==> config.mk <==
export PLATFORM = sky130hd
export DESIGN_NAME = axis_distributor
export DESIGN_NICKNAME = d
export VERILOG_FILES = /design/src/rtl/lcplc_axis_pkg.sv /design/src/rtl/axis_output_stage.sv /design/src/rtl/axis_distributor.sv
export SDC_FILE = /design/constraint.sdc
export NUM_CORES = 1
export LEC_CHECK = 0
export ABC_AREA = 0
export CAP_MARGIN = 15
export CORE_UTILIZATION = 49
export CTS_CLUSTER_DIAMETER = 120
export DETAILED_ROUTE_END_ITERATION = 7
export PLACE_DENSITY = 0.8
export SYNTH_ARGS = -nofsm -noshare
export SYNTH_HDL_FRONTEND = slang
export SYNTH_HIERARCHICAL = 1
export SYNTH_SLANG_ARGS = --single-unit
==> constraint.sdc <==
create_clock -name clk -period 3.5 [get_ports clk]
set_input_delay 0.7 -clock clk [delete_from_list [all_inputs] [get_ports clk]]
set_output_delay 0.7 -clock clk [all_outputs]
set_load 0.02 [all_outputs]
==> images/ff_map.png <==
Other sequential cells in the stronger gray, the rest of the logic in the fainter gray.
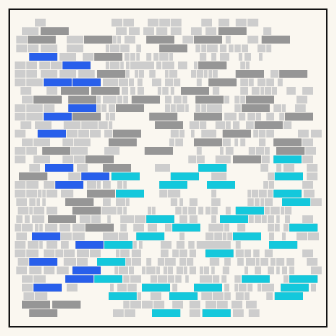
| color | signal | flops |
|---|---|---|
| cyan | `count_1` | 32 |
| blue | `u_stage_1/data_o` | 16 |
not colored: 50
FF+latch area: 2450 um^2
Seq/total area: 39.2%
Seq. pwr: 1.28 mW

==> images/placed.png <==
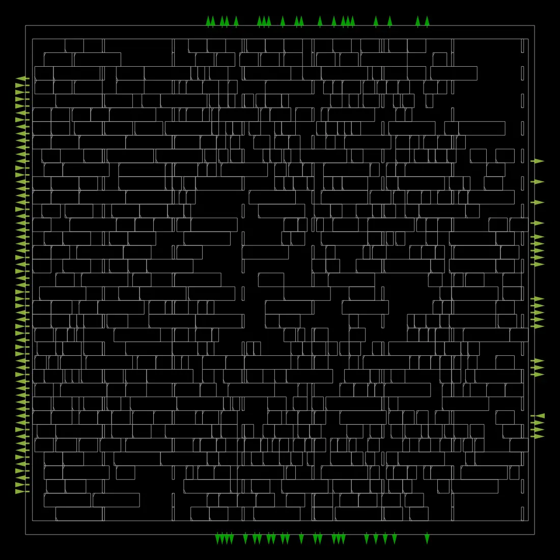
Core ar.: 9330 um^2
Util after Layout: 67.0%
Fillers: 725
final std cells w/o fill: 696
Seq cells: 98

==> images/m2.png <==
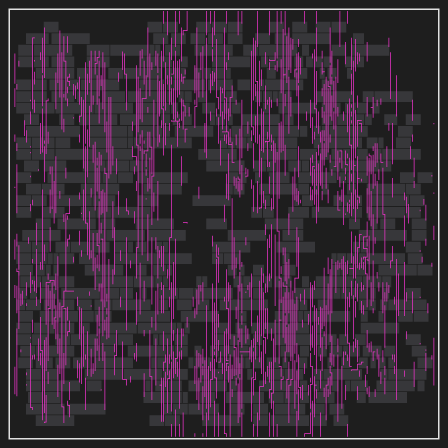
longest straight run: 34.7 um
wire length on this layer: 5,360 um
main direction: vertical
share of all routed wire: 48%
Vias: 3,929
drt total wl: 11,200 um
met2 Use GR: 37.9%

==> images/util_map.png <==
10 x 10 tiles, from white (low) to dark blue (high), 0 to 100% covered.
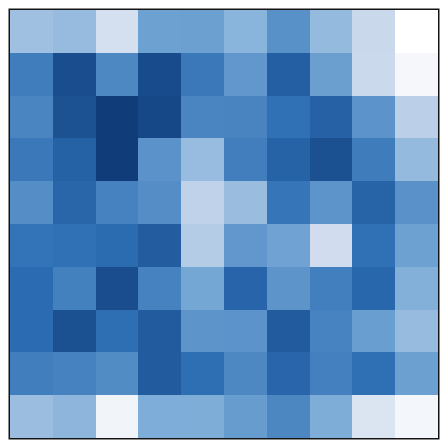
densest ninth of the die: middle left
mean over tiles: 60%
emptiest ninth of the die: upper right
floorplan utilization: 51.1%

==> impl_metrics.toml <==
# flow metrics
[layout]
comb_cells = 310
antenna_cells = 0
final_cell_mix = "122 x clkdlybuf4s50_1, 98 x dfrtp_1, 42 x a21oi_1, 29 x nand2_1, 25 x nor2_1"
clock_buffers = 11
largestClassByArea = "flip-flops and latches"
inv_count = 14
syn_to_final_growth_pct = 31.2
buf_share_pct = 20.3

[setup_path]
path_buffers = 2
path_class = "in2out"
crit_slowest_cell = "clkdlybuf4s50_1"
cp-start-kind = "input pin"
crit_chain = "clkdlybuf4s50_1, o32a_1, and3_1, clkdlybuf4s50_1"
cpMostUsedCell = "clkdlybuf4s50_1"
rrSetupSlack_ns = 1.26
reg2reg_depth = 5
crit_fanout = 6
cp_num_cells = 4
end_kind = "primary output"
slowest_delay_ns = 0.56
cp_top_family = "buffers and inverters"

[pwr]
power.total_mw = 2.53
powerComb_mw = 0.501
power_frac_clock_pct = 29.7
pwr-share-seq_pct = 50.5
leakage_nw = 2.47
internal_power_mw = 1.84
cellPowerDensity_nw_per_um2 = 405

[worst_hold_path]
hold_depth = 1

[cts]
clkTransAtPathRegs_ns = 0.09
worstSkewPairLatency_ns = 0.35
clock-root-buffer = "clkbuf_8"
htreeDepth = 3
cts_num_sinks = 98

[place]
dp_hpwl_um = 7790
placed_area_um2 = 6040
dp_cells = 680
gp_congestion = 0.785
numPortBuffers = 123

[drt]
via_per_inst = 5.65
met3_length_um = 731
wl_met2_um = 5360
post_drt_wl_per_cell_um = 16.0
remaining_drc_errors = 0
drtIter0Drc = 140
m1WireLength_um = 4920

[sta]
final-setup-viol-count = 0
rsz0062_at_grt = "false"
relSlewSlack_pct = 38.6
finClkSkew_ns = 0.0118
finalCritPeriodShare_pct = 87.4
final.setup.worst_slack_ns = 0.442
slew_viol_final = 0
finalCriticalPeriod_ns = 3.06
hold_viol = 0

[logic_synthesis]
synthTopCellsByCount = "98 x dfrtp_1, 42 x a21oi_1, 29 x nand2_1, 25 x nor2_1, 23 x or4_1"
synthMuxAreaShare_pct = 9.93
numSynthFlops = 98
synthDistinctLibCells = 32
top_cell_area_share_pct = 51.5
yosys-stat-area_um2 = 4760
edf_count = 0
syn-mean-instance-area_um2 = 10.7
synth-adder-area-share_pct = 0.525
async_flop_share_pct = 100
fp_nets = 472
ys_warn_count = 6
ys_sh_aoi_pct = 10.3
ys_seq_share_pct = 51.5

[global_route]
gr-max-usage-layer = "met2"
grt_antenna_before_repair = 0
grt-ovfl-total = 0
grt_usage_pct = 22.7
met1_usage_pct = 29.1
grt_max_degree = 65
grt.met3_usage_pct = 6.31

[run]
cap_violations = 0

[die]
rows = 35
pin_count = 124
n_tap_cell = 129
die_w_um = 101

[status]
status = "finished, final reports clean"
Power is estimated from default activity; no workload was simulated.
